$ cat config.mk
export PLATFORM = sky130hd
export DESIGN_NAME = bus_if_gen_flat
export DESIGN_NICKNAME = d
export VERILOG_FILES = /design/src/rtl/bus_if_gen_pkg.sv /design/src/rtl/bus_if_gen_if.sv /design/src/rtl/bus_if_gen_wdt.sv /design/src/rtl/bus_if_gen.sv /design/src/flat_wrapper.sv
export SDC_FILE = /design/constraint.sdc
export NUM_CORES = 1
export LEC_CHECK = 0
export ABC_AREA = 1
export CORE_MARGIN = 2
export CORE_UTILIZATION = 37
export CTS_CLUSTER_SIZE = 16
export DETAILED_ROUTE_END_ITERATION = 10
export PLACE_DENSITY = 0.82
export SLEW_MARGIN = 20
export SYNTH_ARGS = -nofsm -noshare
export SYNTH_HDL_FRONTEND = slang
export SYNTH_SLANG_ARGS = --single-unit
$ cat constraint.sdc
create_clock -name clk -period 1.8 [get_ports clk]
set_clock_uncertainty 0.2 [all_clocks]
set_input_delay 0.27 -clock clk [delete_from_list [all_inputs] [get_ports clk]]
set_output_delay 0.27 -clock clk [all_outputs]
set_load 0.01 [all_outputs]
$ cat src/rtl/bus_if_gen_pkg.sv
// +--------------------------------------------------------------------+
// | bus_if_gen_pkg : shared encodings for the stage bus interface      |
// | Rev 1.0                                                            |
// +--------------------------------------------------------------------+
`default_nettype none

package bus_if_gen_pkg;

  localparam int TAG_W = 3;

  localparam logic READ     = 1'b1;
  localparam logic WRITE    = 1'b0;
  localparam logic ENABLE_  = 1'b0;
  localparam logic DISABLE_ = 1'b1;

  typedef enum logic [1:0] {
    ST_IDLE   = 2'd0,
    ST_REQ    = 2'd1,
    ST_ACCESS = 2'd2,
    ST_STALL  = 2'd3
  } state_t;

endpackage

`default_nettype wire

$ cat src/rtl/bus_if_gen_if.sv
// +--------------------------------------------------------------------+
// | bus_if_gen_if : shared system-bus handshake (req/grant/strobe/rdy) |
// | Rev 1.0                                                            |
// +--------------------------------------------------------------------+
`default_nettype none

interface bus_if_gen_if #(
  parameter int ADDR_W = 30,
  parameter int DATA_W = 32
);

  logic              bus_req_;
  logic              bus_grnt_;
  logic [ADDR_W-1:0] bus_addr;
  logic              bus_rw;
  logic [DATA_W-1:0] bus_wr_data;
  logic              bus_as_;
  logic              bus_rdy_;
  logic [DATA_W-1:0] bus_rd_data;

  modport master (
    output bus_req_, bus_addr, bus_rw, bus_wr_data, bus_as_,
    input  bus_grnt_, bus_rdy_, bus_rd_data
  );

  modport slave (
    input  bus_req_, bus_addr, bus_rw, bus_wr_data, bus_as_,
    output bus_grnt_, bus_rdy_, bus_rd_data
  );

endinterface

`default_nettype wire

$ cat src/rtl/bus_if_gen_wdt.sv
// +--------------------------------------------------------------------+
// | bus_if_wdt : bus access timeout counter (exists with               |
// | BUS_IF_TIMEOUT_EN only)                       Rev 1.0              |
// +--------------------------------------------------------------------+
`default_nettype none

`ifdef BUS_IF_TIMEOUT_EN
module bus_if_wdt #(
  parameter int TIMEOUT_CYC = 255
) (
  input  logic clk,
  input  logic reset,
  input  logic active,
  output logic expired
);

  localparam int CNT_W = $clog2(TIMEOUT_CYC + 1);

  logic [CNT_W-1:0] count;

  // Counts completed cycles spent in REQ/ACCESS; never passes TIMEOUT_CYC
  // because expiry forces the FSM back to IDLE, which clears it.
  always_ff @(posedge clk) begin
    if (reset || !active) begin
      count <= '0;
    end else begin
      count <= count + CNT_W'(1);
    end
  end

  assign expired = active && (count == CNT_W'(TIMEOUT_CYC));

endmodule
`endif

`default_nettype wire

$ cat src/rtl/bus_if_gen.sv
// +--------------------------------------------------------------------+
// | bus_if_gen : pipeline-stage interface to local SPM and system bus  |
// | Optional timeout: BUS_IF_TIMEOUT_EN               Rev 1.0          |
// +--------------------------------------------------------------------+
`default_nettype none

module bus_if_gen
  import bus_if_gen_pkg::*;
#(
  parameter int               ADDR_W     = 30,
  parameter int               DATA_W     = 32,
  parameter int               SPM_ADDR_W = 12,
  parameter logic [TAG_W-1:0] SPM_TAG    = '0,
  parameter int               BUS_PARK   = 0
`ifdef BUS_IF_TIMEOUT_EN
  , parameter int             TIMEOUT_CYC = 255
`endif
) (
  input  logic                  clk,
  input  logic                  reset,
  input  logic                  stall,
  input  logic                  flush,
  input  logic [ADDR_W-1:0]     addr,
  input  logic                  as_,
  input  logic                  rw,
  input  logic [DATA_W-1:0]     wr_data,
  output logic [DATA_W-1:0]     rd_data,
  output logic                  busy,
  output logic                  bus_err,
  output logic [SPM_ADDR_W-1:0] spm_addr,
  output logic                  spm_as_,
  output logic                  spm_rw,
  output logic [DATA_W-1:0]     spm_wr_data,
  input  logic [DATA_W-1:0]     spm_rd_data,
  bus_if_gen_if.master          bus
);

  state_t              state;
  logic                req_reg;
  logic                as_reg;
  logic                rw_reg;
  logic [ADDR_W-1:0]   addr_reg;
  logic [DATA_W-1:0]   wdata_reg;
  logic [DATA_W-1:0]   rd_buf;

  logic tag_hit;
  logic spm_hit;
  logic bus_miss;
  logic park_hit;
  logic timeout;

  assign tag_hit  = (addr[ADDR_W-1 -: TAG_W] == SPM_TAG);
  assign spm_hit  = (state == ST_IDLE) && (as_ == ENABLE_) && tag_hit && !flush;
  assign bus_miss = (state == ST_IDLE) && (as_ == ENABLE_) && !tag_hit && !flush;
  // A still-parked request with grant retained lets a new miss strobe immediately.
  assign park_hit = (BUS_PARK != 0) && (req_reg == ENABLE_) && (bus.bus_grnt_ == ENABLE_);

  assign spm_addr    = addr[SPM_ADDR_W-1:0];
  assign spm_as_     = spm_hit ? ENABLE_ : DISABLE_;
  assign spm_rw      = rw;
  assign spm_wr_data = wr_data;

  assign bus.bus_req_    = req_reg;
  assign bus.bus_as_     = as_reg;
  assign bus.bus_rw      = rw_reg;
  assign bus.bus_addr    = addr_reg;
  assign bus.bus_wr_data = wdata_reg;

`ifdef BUS_IF_TIMEOUT_EN
  logic wdt_active;
  assign wdt_active = (state == ST_REQ) || (state == ST_ACCESS);

  bus_if_wdt #(
    .TIMEOUT_CYC (TIMEOUT_CYC)
  ) u_wdt (
    .clk     (clk),
    .reset   (reset),
    .active  (wdt_active),
    .expired (timeout)
  );
`else
  assign timeout = 1'b0;
`endif

  assign bus_err = timeout;

  always_comb begin
    busy    = 1'b0;
    rd_data = '0;
    if (!timeout) begin
      case (state)
        ST_IDLE: begin
          busy = bus_miss;
          if (spm_hit) rd_data = spm_rd_data;
        end
        ST_REQ:  busy = 1'b1;
        ST_ACCESS: begin
          if (bus.bus_rdy_ == ENABLE_) begin
            if (rw_reg == READ) rd_data = bus.bus_rd_data;
          end else begin
            busy = 1'b1;
          end
        end
        ST_STALL: rd_data = rd_buf;
        default:  ;
      endcase
    end
  end

  always_ff @(posedge clk) begin
    if (reset) begin
      state     <= ST_IDLE;
      req_reg   <= DISABLE_;
      as_reg    <= DISABLE_;
      rw_reg    <= READ;
      addr_reg  <= '0;
      wdata_reg <= '0;
      rd_buf    <= '0;
    end else if (timeout) begin
      state   <= ST_IDLE;
      req_reg <= DISABLE_;
      as_reg  <= DISABLE_;
    end else begin
      case (state)
        ST_IDLE: begin
          if (bus_miss) begin
            addr_reg  <= addr;
            rw_reg    <= rw;
            wdata_reg <= wr_data;
            if (park_hit) begin
              as_reg <= ENABLE_;
              state  <= ST_ACCESS;
            end else begin
              req_reg <= ENABLE_;
              state   <= ST_REQ;
            end
          end else begin
            req_reg <= DISABLE_;
          end
        end
        ST_REQ: begin
          if (bus.bus_grnt_ == ENABLE_) begin
            as_reg <= ENABLE_;
            state  <= ST_ACCESS;
          end
        end
        ST_ACCESS: begin
          as_reg <= DISABLE_;
          if (bus.bus_rdy_ == ENABLE_) begin
            rd_buf <= (rw_reg == WRITE) ? '0 : bus.bus_rd_data;
            if (BUS_PARK == 0) req_reg <= DISABLE_;
            state <= stall ? ST_STALL : ST_IDLE;
          end
        end
        ST_STALL: begin
          if (!stall) state <= ST_IDLE;
        end
        default: state <= ST_IDLE;
      endcase
    end
  end

endmodule

`default_nettype wire
$ cat src/flat_wrapper.sv
// flat-port wrapper written by rule: the top's interface ports become plain ports
module bus_if_gen_flat import bus_if_gen_pkg::*;
#(
  parameter int               ADDR_W     = 30,
  parameter int               DATA_W     = 32,
  parameter int               SPM_ADDR_W = 12,
  parameter logic [TAG_W-1:0] SPM_TAG    = '0,
  parameter int               BUS_PARK   = 0

)
  (clk, reset, stall, flush, addr, as_, rw, wr_data, rd_data, busy, bus_err, spm_addr, spm_as_, spm_rw, spm_wr_data, spm_rd_data, bus_bus_req_, bus_bus_addr, bus_bus_rw, bus_bus_wr_data, bus_bus_as_, bus_bus_grnt_, bus_bus_rdy_, bus_bus_rd_data);
  bus_if_gen_if #(.ADDR_W(ADDR_W), .DATA_W(DATA_W)) bus_i ();
  input  logic clk;
  input  logic reset;
  input  logic stall;
  input  logic flush;
  input  logic [ADDR_W-1:0] addr;
  input  logic as_;
  input  logic rw;
  input  logic [DATA_W-1:0] wr_data;
  output logic [DATA_W-1:0] rd_data;
  output logic busy;
  output logic bus_err;
  output logic [SPM_ADDR_W-1:0] spm_addr;
  output logic spm_as_;
  output logic spm_rw;
  output logic [DATA_W-1:0] spm_wr_data;
  input  logic [DATA_W-1:0] spm_rd_data;
  output wire logic [$bits(bus_i.bus_req_)-1:0] bus_bus_req_;
  output wire logic [$bits(bus_i.bus_addr)-1:0] bus_bus_addr;
  output wire logic [$bits(bus_i.bus_rw)-1:0] bus_bus_rw;
  output wire logic [$bits(bus_i.bus_wr_data)-1:0] bus_bus_wr_data;
  output wire logic [$bits(bus_i.bus_as_)-1:0] bus_bus_as_;
  input wire logic [$bits(bus_i.bus_grnt_)-1:0] bus_bus_grnt_;
  input wire logic [$bits(bus_i.bus_rdy_)-1:0] bus_bus_rdy_;
  input wire logic [$bits(bus_i.bus_rd_data)-1:0] bus_bus_rd_data;
  assign bus_bus_req_ = bus_i.bus_req_;
  assign bus_bus_addr = bus_i.bus_addr;
  assign bus_bus_rw = bus_i.bus_rw;
  assign bus_bus_wr_data = bus_i.bus_wr_data;
  assign bus_bus_as_ = bus_i.bus_as_;
  assign bus_i.bus_grnt_ = bus_bus_grnt_;
  assign bus_i.bus_rdy_ = bus_bus_rdy_;
  assign bus_i.bus_rd_data = bus_bus_rd_data;
  bus_if_gen #(.ADDR_W(ADDR_W), .DATA_W(DATA_W), .SPM_ADDR_W(SPM_ADDR_W), .SPM_TAG(SPM_TAG), .BUS_PARK(BUS_PARK)) u_core (.clk(clk), .reset(reset), .stall(stall), .flush(flush), .addr(addr), .as_(as_), .rw(rw), .wr_data(wr_data), .rd_data(rd_data), .busy(busy), .bus_err(bus_err), .spm_addr(spm_addr), .spm_as_(spm_as_), .spm_rw(spm_rw), .spm_wr_data(spm_wr_data), .spm_rd_data(spm_rd_data), .bus(bus_i));
endmodule
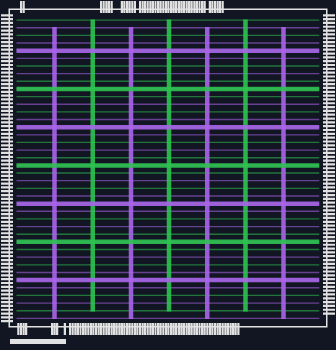
(run_1/floorplan.png)
Scale bar: 20 microns. Pins as bars on the die edge.
color	net
green	VDD
purple	VSS
met1 rails	40
signal pins	279
met5 straps	7
met4 straps	7

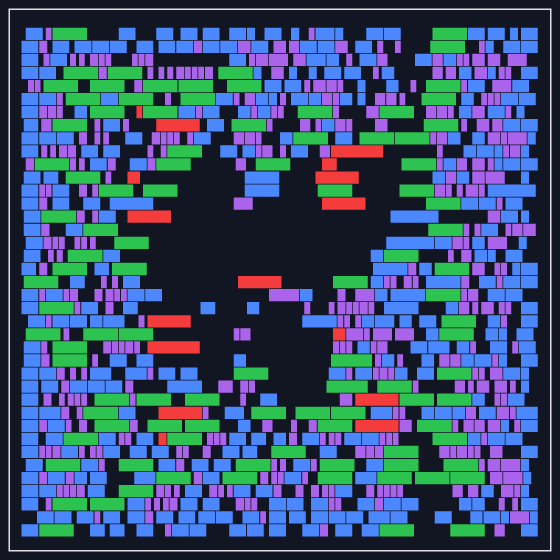
(run_1/class_map.png)
color	class	cells
blue	remaining buffers and delay cells	346
purple	remaining logic cells	391
red	clock drivers and dummy loads	16
green	registers	99

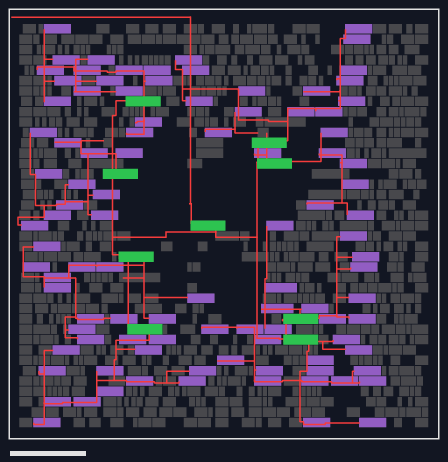
(run_1/clock_wires.png)
Scale bar: 20 microns.
[green] clock-net drivers | count: 9
[red] clock wires | length: 1120 microns
[purple] flip-flops | count: 99
routed clock nets	10

==> results.txt, run 1 <==
impl run done, here's what came out: die y size 112 microns, Avg Inst Size Synth 7.61 sq um, switching part of the total 28.5%, final net count 981, non-clock buffer share of cell area 43.1%, Hold Violations, Final 0, WHS 155 ps, Finished Layout Cells 995, footprint of the multi-input gates 0.00175 sq mm, Max Cap Viol 0, final WL 15600 microns, clk pwr 2.03 mW, Net Count, Synth 705, Crit Path Max Fanout 8, IO buf count 277, WS Path Type reg2out, final worst slack -298 ps, post-synth cell types 23, dpl cell area 0.00726 sq mm, HPWL reported at the end of detailed placement 11400 microns, Comb area share 22.6%, total CTS buffers 9, grt met3 use 8.15%, vias in the first global route 4879, worst hold-check path type in2reg, area fraction in compound gates 17.8%, 1st-pass router iterations 4, leading cell types by count after synthesis nor2_1, dfxtp_1, nand2_1, Log Warnings 28, CTS Hold Bufs 0, FMAX 0.477 GHz, flop share of the area 25.7%, Vias 4792, routed wl met3 1270 microns, GRT Total Usage 23.6%, Multiplexer share 0%, post-place setup slack -814 ps, PD cells 873 mW/mm^2, comb area leader simple AND/OR/NAND/NOR gates, power share of the clock group 30.0%, Combinational Power Share 31.5%, net switching power figure 1.92 mW, Tmin final 2100 ps, IO Pins 279, CP required 1330 ps, seq pwr 2.59 mW, failing checks negative setup slack, area grow syn2layout 77.9%, gr ovfl total 0, Basic Gates by Area 19.5%, Adder-Cell Fraction of Synth Area 0%, RSZ-0062 raised after global routing yes, top cells by area dfxtp_1, nor2_1, buf_4, leakage 3.16 nW, layout cell share with drive strength beyond 1 18.0%, Die X-Extent 112 microns, VDD IR max 534 uV, first-pass GRT wire length 24200 microns, dominant register cell dfxtp_1, Clock-cell share 4.11%, Layout clock buffers 10, Yosys Instances 571, CORE AREA 0.0114 sq mm, combinational logic power 2.13 mW, flip-flops with a built-in enable 0, initial antenna violation count 1, Max power group registers, Sink Count 99, Synth Instances 571, met2 wire length 7950 microns, met1 wire length 6060 microns, Yosys top cell by instances nor2_1, met1 usage 24.6%, Seq Cell Count 99, Ys Warns 0, routed vias/inst 4.82, kind of end point of the critical path output port, total setup buffers inserted after CTS 3, Setup violations, final 33, ys flops 99, met2 usage 43.4%, Cell Rows 39, post-synth top area cell dfxtp_1, Syn Std Cell Area 0.00435 sq mm, status complete, but fails checks, Seq share, synth 45.6%, cts repair resizes 180, Async SR Flop Fraction 0%, TAP cells 143, largest net degree at the start of global routing 64, startpoint type of the worst setup path register, MI comb cells 348, diode count 0, Max Used Layer met5, drt wl/cell 15.7 microns, Setup Total Neg Slack -9290 ps, grt peak-use layer met2, Max Slew Vio Count 0, DRT antenna net count 0, DIE AREA 0.0126 sq mm, placed cells 971, Root Buffer clkbuf_16, power after layout 6.75 mW, invs w/o clock 43, Iter 0 DRT Violations 202, register area 0.00199 sq mm, Clock transition at path regs 70 ps, fin crit share 117%, Flop pwr share 38.4%
[run 1: critical path: stages, from the launching register on]
cell	delay [ps]
dfxtp_4	360
nor2_4	140
nand2_2	80
nor2_4	100
buf_12	150
buf_16	160
nand2_2	50
o211ai_1	90
buf_2	160
[run 1: path summary, 6_finish.rpt]
check                          start                         end  slack (ps)  cells after the start
max                  u_core.state[1]                 rd_data[15]        -300                      8
min                         addr[27]     u_core.bus.bus_addr[27]         150                      3
max reg2reg          u_core.state[1]  u_core.bus.bus_wr_data[28]         120                      7
min reg2reg  u_core.bus.bus_addr[28]     u_core.bus.bus_addr[28]         270                      2
## Run 2: what changed since run 1
CORE_UTILIZATION = 25   (was 37)
PLACE_DENSITY = default   (was 0.82)
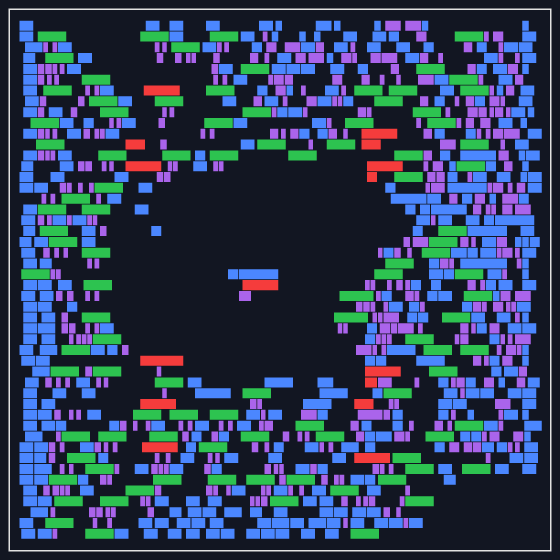
(run_2/class_map.png)
color	class	cells
purple	remaining logic cells	391
blue	remaining buffers and delay cells	371
red	clock drivers and dummy loads	15
green	registers	99

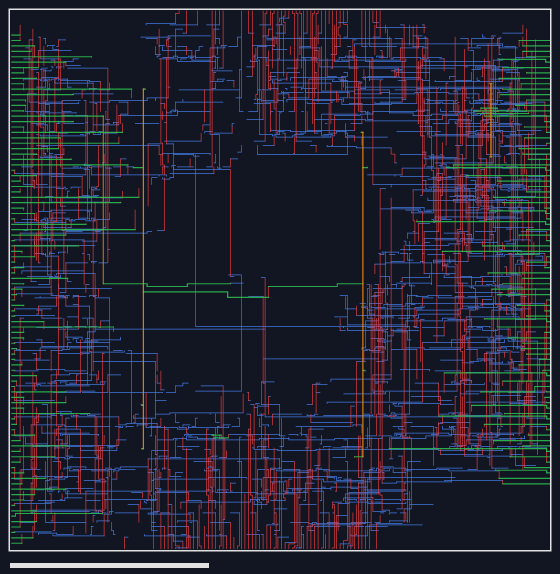
(run_2/layers.png)
Scale bar: 50 microns.
color	layer	wire length
green	M3	1690 microns
blue	M1	6510 microns
red	M2	7740 microns
orange	M4	233 microns

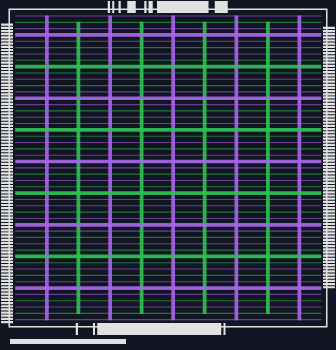
(run_2/floorplan.png)
Scale bar: 50 microns. Pins as bars on the die edge.
color	net
purple	VSS
green	VDD
rows	48
met5 straps	9
met4 straps	9
signal pins	279
met1 rails	49

==> results.txt, run 2 <==
impl run done, here's what came out: status complete, but fails checks, failing checks negative setup slack, met1 usage 18.5% (-6.1 points), Setup Total Neg Slack -9750 ps (-459 ps), ys flops 99 (unchanged), Max Slew Vio Count 0 (unchanged), placed cells 1069 (+10%), Log Warnings 28 (unchanged), Root Buffer clkbuf_16, area grow syn2layout 87.0%, Cell Rows 48 (+23%), dominant register cell dfxtp_1, grt peak-use layer met2, FF-to-FF Start u_core.state[1], startpoint type of the worst setup path register, Hold Path Depth 3 (unchanged), leakage 3.38 nW (+7.0%), Hold EP u_core.bus.bus_addr[29], top cells by area dfxtp_1, nor2_1, buf_4, combinational logic power 2.20 mW (+3%), switching part of the total 28.6% (+0.13 points), Vias 4727 (-1.4%), Worst R2R Path Depth 10 (+3), IO Pins 279 (unchanged), routed vias/inst 4.29 (-11%), drt wl/cell 14.7 microns (-6.6%), WS Path Type reg2out, r2r setup slk 110 ps (about the same), MI comb cells 348 (unchanged), Layout clock buffers 12 (+2), post-place setup slack -752 ps (+62.6 ps), flop share of the area 24.5% (-1.3 points), Crit path top cell by count nor2_4, post-synth top area cell dfxtp_1, IO buf count 277 (unchanged), Max Cap Viol 0 (unchanged), Seq share, synth 45.6% (unchanged), Iter 0 DRT Violations 122 (-40%), Crit Path Max Fanout 8 (unchanged), Syn Std Cell Area 0.00435 sq mm (unchanged), Max Used Layer met4, footprint of the multi-input gates 0.00179 sq mm (+2.1%), initial antenna violation count 0 (-1), seq pwr 2.58 mW (about the same), final net count 1006 (+2.5%), met2 usage 28.3% (-15 points), Net Count, Synth 705 (unchanged), Comb area share 22.0% (-0.64 points), Seq Cell Count 99 (unchanged), Combinational Power Share 32.3% (+0.8 points), Hold Violations, Final 0 (unchanged), GRT Total Usage 16.3% (-7.2 points), fin crit share 118% (+1.9 points), Max power group registers, WHS 124 ps (-31.1 ps), clk pwr 2.02 mW (about the same), first-pass GRT wire length 23200 microns (-3.8%), final worst slack -332 ps (-34.0 ps), Setup violations, final 33 (unchanged), grt met3 use 6.26% (-1.9 points), Async SR Flop Fraction 0% (unchanged), dpl cell area 0.00747 sq mm (+2.9%), Yosys top cell by instances nor2_1, Clock-cell share 3.85% (-0.26 points), Sink Count 99 (unchanged), invs w/o clock 43 (unchanged), non-clock buffer share of cell area 44.2% (+1.1 points), vias in the first global route 4530 (-7.2%), 1st-pass router iterations 4 (unchanged), diode count 0 (unchanged), power after layout 6.80 mW (+0.80%), Finished Layout Cells 1101 (+11%), slowest CP cell dfxtp_4, final WL 16200 microns (+3.4%), die y size 136 microns (+21%), flip-flops with a built-in enable 0 (unchanged), met2 wire length 7740 microns (-2.6%), routed wl met3 1690 microns (+33%)
-- run 2: cell counts after synthesis --
No cell type changed its count.
-- run 2: worst max-delay path: cells and delay by family, from the launching register on --
kind	cells	cell delay, ps
simple gates	4	350
flops	1	370
compound gates	1	80
buf+inv	4	520
-- run 2: what timing repair did --
action,4_1_cts,5_1_grt
gates cloned,4,4
hold buffers,0,0
gates resized,164,58
setup buffers,5,4
endpoints found under the hold margin,0,0
pin swaps,4,6
setup endpoints to repair,43,61
-- run 2: cell families after synthesis --
| logic type | Yosys count | share of synthesized area (%) |
|---|---|---|
| flops | 99 | 45.6 |
| compound gates | 130 | 17.8 |
| buf+inv | 124 | 17.0 |
| simple gates | 217 | 19.5 |
| other cells | 1 | 0.0863 |
Power figures rest on the tool's default switching activity, not on a simulated workload.
